**src/rtl/ahb_cmd_master.sv**
```systemverilog
// Single-outstanding AHB-Lite initiator: turns a valid/ready command channel into
// single NONSEQ transfers and returns read data / error status on a response channel.
module ahb_cmd_master #(
  parameter int unsigned AW = 32
) (
  input  logic          HCLK,
  input  logic          HRESETn,
  input  logic          cmd_valid,
  output logic          cmd_ready,
  input  logic          cmd_write,
  input  logic [AW-1:0] cmd_addr,
  input  logic [1:0]    cmd_size,
  input  logic [31:0]   cmd_wdata,
  output logic          rsp_valid,
  input  logic          rsp_ready,
  output logic [31:0]   rsp_rdata,
  output logic          rsp_err,
  output logic [AW-1:0] HADDR,
  output logic [1:0]    HTRANS,
  output logic [2:0]    HSIZE,
  output logic          HWRITE,
  output logic [31:0]   HWDATA,
  output logic [2:0]    HBURST,
  output logic [3:0]    HPROT,
  output logic          HMASTLOCK,
  input  logic          HREADY,
  input  logic [31:0]   HRDATA,
  input  logic          HRESP
);

  localparam logic [1:0] HTRANS_IDLE   = 2'b00;
  localparam logic [1:0] HTRANS_NONSEQ = 2'b10;

  typedef enum logic [1:0] {S_IDLE, S_ADDR, S_DATA, S_RESP} state_t;

  state_t        r_state;
  state_t        w_state_nxt;

  logic [1:0]    r_htrans,    w_htrans_nxt;
  logic [AW-1:0] r_haddr,     w_haddr_nxt;
  logic [2:0]    r_hsize,     w_hsize_nxt;
  logic          r_hwrite,    w_hwrite_nxt;
  logic [31:0]   r_hwdata,    w_hwdata_nxt;
  logic [31:0]   r_wdata,     w_wdata_nxt;
  logic          r_rsp_valid, w_rsp_valid_nxt;
  logic [31:0]   r_rsp_rdata, w_rsp_rdata_nxt;
  logic          r_rsp_err,   w_rsp_err_nxt;

  logic          w_cmd_ready;
  logic          w_accept;
  logic          w_illegal;

  assign w_cmd_ready = (r_state == S_IDLE);
  assign w_accept    = cmd_valid & w_cmd_ready;

  // Size 3 is never legal; halfword/word must be naturally aligned.
  assign w_illegal = (cmd_size == 2'd3)
                   | ((cmd_size == 2'd1) & cmd_addr[0])
                   | ((cmd_size == 2'd2) & (|cmd_addr[1:0]));

  // State register
  always_ff @(posedge HCLK or negedge HRESETn) begin
    if (!HRESETn) r_state <= S_IDLE;
    else          r_state <= w_state_nxt;
  end

  // Next-state logic
  always_comb begin
    w_state_nxt = r_state;
    case (r_state)
      S_IDLE: if (w_accept) w_state_nxt = w_illegal ? S_RESP : S_ADDR;
      S_ADDR: if (HREADY)    w_state_nxt = S_DATA;
      S_DATA: if (HREADY)    w_state_nxt = S_RESP;
      S_RESP: if (rsp_ready) w_state_nxt = S_IDLE;
      default:               w_state_nxt = S_IDLE;
    endcase
  end

  // Output logic: next values for every registered output
  always_comb begin
    w_htrans_nxt    = r_htrans;
    w_haddr_nxt     = r_haddr;
    w_hsize_nxt     = r_hsize;
    w_hwrite_nxt    = r_hwrite;
    w_hwdata_nxt    = r_hwdata;
    w_wdata_nxt     = r_wdata;
    w_rsp_valid_nxt = r_rsp_valid;
    w_rsp_rdata_nxt = r_rsp_rdata;
    w_rsp_err_nxt   = r_rsp_err;
    case (r_state)
      S_IDLE: begin
        if (w_accept) begin
          if (w_illegal) begin
            w_rsp_valid_nxt = 1'b1;
            w_rsp_err_nxt   = 1'b1;
            w_rsp_rdata_nxt = 32'd0;
          end else begin
            w_htrans_nxt = HTRANS_NONSEQ;
            w_haddr_nxt  = cmd_addr;
            w_hsize_nxt  = {1'b0, cmd_size};
            w_hwrite_nxt = cmd_write;
            w_wdata_nxt  = cmd_wdata;
          end
        end
      end
      S_ADDR: begin
        if (HREADY) begin
          w_htrans_nxt = HTRANS_IDLE;
          if (r_hwrite) w_hwdata_nxt = r_wdata;
        end
      end
      S_DATA: begin
        // An ERROR's first cycle has HREADY=0, so completion waits for its second cycle.
        if (HREADY) begin
          w_rsp_valid_nxt = 1'b1;
          w_rsp_err_nxt   = HRESP;
          w_rsp_rdata_nxt = (!r_hwrite && !HRESP) ? HRDATA : 32'd0;
        end
      end
      S_RESP: begin
        if (rsp_ready) w_rsp_valid_nxt = 1'b0;
      end
      default: ;
    endcase
  end

  // Output / datapath registers
  always_ff @(posedge HCLK or negedge HRESETn) begin
    if (!HRESETn) begin
      r_htrans    <= HTRANS_IDLE;
      r_haddr     <= '0;
      r_hsize     <= 3'd0;
      r_hwrite    <= 1'b0;
      r_hwdata    <= 32'd0;
      r_wdata     <= 32'd0;
      r_rsp_valid <= 1'b0;
      r_rsp_rdata <= 32'd0;
      r_rsp_err   <= 1'b0;
    end else begin
      r_htrans    <= w_htrans_nxt;
      r_haddr     <= w_haddr_nxt;
      r_hsize     <= w_hsize_nxt;
      r_hwrite    <= w_hwrite_nxt;
      r_hwdata    <= w_hwdata_nxt;
      r_wdata     <= w_wdata_nxt;
      r_rsp_valid <= w_rsp_valid_nxt;
      r_rsp_rdata <= w_rsp_rdata_nxt;
      r_rsp_err   <= w_rsp_err_nxt;
    end
  end

  assign cmd_ready = w_cmd_ready;
  assign rsp_valid = r_rsp_valid;
  assign rsp_rdata = r_rsp_rdata;
  assign rsp_err   = r_rsp_err;
  assign HTRANS    = r_htrans;
  assign HADDR     = r_haddr;
  assign HSIZE     = r_hsize;
  assign HWRITE    = r_hwrite;
  assign HWDATA    = r_hwdata;
  assign HBURST    = 3'b000;
  assign HPROT     = 4'b0011;
  assign HMASTLOCK = 1'b0;

endmodule
```
**config.mk**
```make
export PLATFORM = sky130hd
export DESIGN_NAME = ahb_cmd_master
export DESIGN_NICKNAME = d
export VERILOG_FILES = /design/src/rtl/ahb_cmd_master.sv
export SDC_FILE = /design/constraint.sdc
export NUM_CORES = 1
export LEC_CHECK = 0
export ABC_AREA = 1
export CORE_UTILIZATION = 30
export DETAILED_ROUTE_END_ITERATION = 10
export SETUP_SLACK_MARGIN = 0.15
export SLEW_MARGIN = 25
export SYNTH_ARGS = -nofsm -noshare
export SYNTH_HDL_FRONTEND = slang
export SYNTH_SLANG_ARGS = --single-unit
```
**constraint.sdc**
```tcl
create_clock -name HCLK -period 4.4 [get_ports HCLK]
set_input_delay 0.88 -clock HCLK [delete_from_list [all_inputs] [get_ports HCLK]]
set_output_delay 0.88 -clock HCLK [all_outputs]
set_load 0.01 [all_outputs]
```
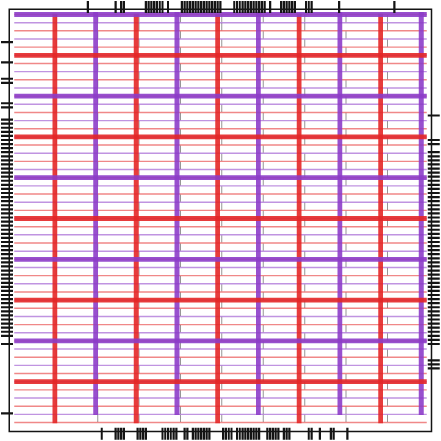
*Power grid*
Scale: 3 px per um. Pins as bars on the die edge. Tap cells in gray.
Key: red = VSS; purple = VDD
234 tap cells. 10 straps on met4. The core has 50 rows.

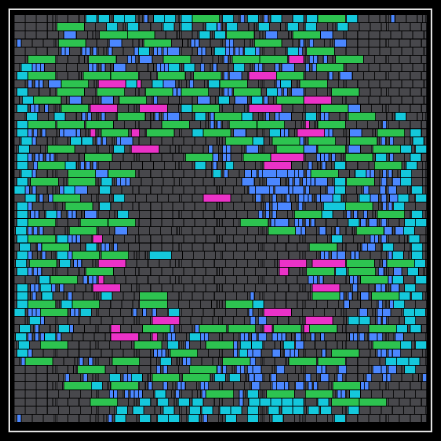
*Cells colored by class*
Scale: 3 px per um. Fill, decap, tap and diode cells in gray.
Key: green = flip-flops [cells 136]; blue = all other logic [cells 430]; cyan = other buffers and delay cells [cells 213]; magenta = clock drivers and dummy loads [cells 32]

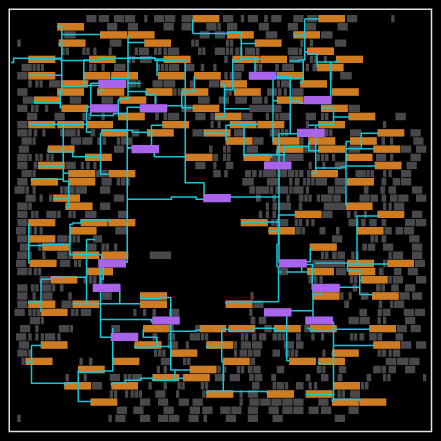
*Clock network drawn from the DEF*
Scale: 3 px per um.
Key: cyan = clock wires [length 1910 um]; orange = flip-flops [count 136]; purple = cells driving clock nets [count 17]
There are 18 routed clock nets. Position of the flops: spread over the die.
Latency at later pin: 410 ps
Max Clock Skew: 7.149 ps
Clk network pwr share: 0.252
clock group power: 0.00144 W

==> results.yml <==
# synthesis and place-and-route metrics
detailed_routing:
  avgRoutedWirePerCell_um: 13.87
synthesis:
  ys.warnings.count: 0
  top_area_cell: "dfrtp_1"
  flop_cell: "dfrtp_1"
  syn_area_sq_um: 5732
  yosysCellCount: 601
  ys_area_sq_um: 5732
  edf_count: 0
  ys_seq_share: 0.5938
clocking:
  clk_pin_slew_worst_paths_ps: 60
  cts.sinks: 136
job:
  openroad.warnings: 31
global_routing:
  gr-total-overflow: 0
  grt_pass1_vias: 4418
  grt_max_degree: 70
power_and_ir_drop:
  p_sw_frac: 0.3328
  switchingPower_w: 0.001904
  power.density_nw_per_um2: 667.8
  p_total_w: 0.005720
  irDropWorstVdd_v: 0.0002794
  p_seq_w: 0.00207
  intPower_w: 0.003816
critical_path:
  endpoint: "cmd_ready"
  r2r_cells: 7
  r2r-start: "r_state[1]"
  crit_type: "reg2out"
  startpoint_type: "flop"
status:
  outcome: "finished clean"
floorplanning:
  core_sq_um: 18710
  num_rows: 50
cells_and_area:
  antenna_cells: 0
  stdcell_area_sq_um: 8564
placed_design:
  dp.final_hpwl_mm: 9.603
  place_congestion: 0.7256
  placed_cells: 1013
timing:
  relSlewSlack: 0.4223
[area by class of cell]
class                           count  area share
Tap cell                          234     0.03419
Inverter                           12    0.005259
Multi-Input combinational cell    418      0.2431
Timing Repair Buffer              213      0.2503
Sequential cell                   136      0.3974
Clock inverter                     12     0.01768
Clock buffer                       20     0.05215
[metal layers]
metal	routed length, um	vias to the layer above	global-route usage
li1	-	2275	-
met1	6675	2088	0.1990
met2	6520	136	0.2321
met3	1129	16	0.05573
met4	162	0	0.05205
met5	0	-	0
[flip-flops by register name (all words and copies together) (netlist names)]
signal	cells
HSIZE	2
rsp_rdata	32
rsp_err	1
rsp_valid	1
HWRITE	1
r_wdata	32
HADDR	32
r_state	2
HWDATA	32
HTRANS	1
[kinds of logic (layout without fill, tap and decap cells)]
group	after synthesis	count (layout)	share of synthesized area
fa+ha+maj	6	6	0.01310
simple gates	366	366	0.2759
other cells	2	10	0.001310
compound gates	4	4	0.003493
buf+inv	55	257	0.04955
mux	32	32	0.06287
flops	136	136	0.5938
[cells in the final DEF, fill, tap and decap left out, types with 3 or more instances in the layout]
| cell type | n |
|---|---|
| nand2_1 | 281 |
| clkdlybuf4s50_1 | 206 |
| dfrtp_1 | 136 |
| nand3_1 | 38 |
| mux2_2 | 32 |
| nor3b_1 | 32 |
| clkbuf_16 | 17 |
| inv_1 | 12 |
| conb_1 | 10 |
| ha_1 | 6 |
| nor2_1 | 5 |
| o21ai_0 | 4 |
| clkinv_2 | 4 |
| buf_4 | 4 |
| nand2_2 | 3 |
| clkinv_4 | 3 |
| bufinv_16 | 3 |
[worst max-delay path: stages, from the launching register on]
cell and delay [ps]:
dfrtp_1 410, inv_1 140, ha_1 380, clkdlybuf4s50_1 630
Power figures rest on the tool's default switching activity, not on a simulated workload.
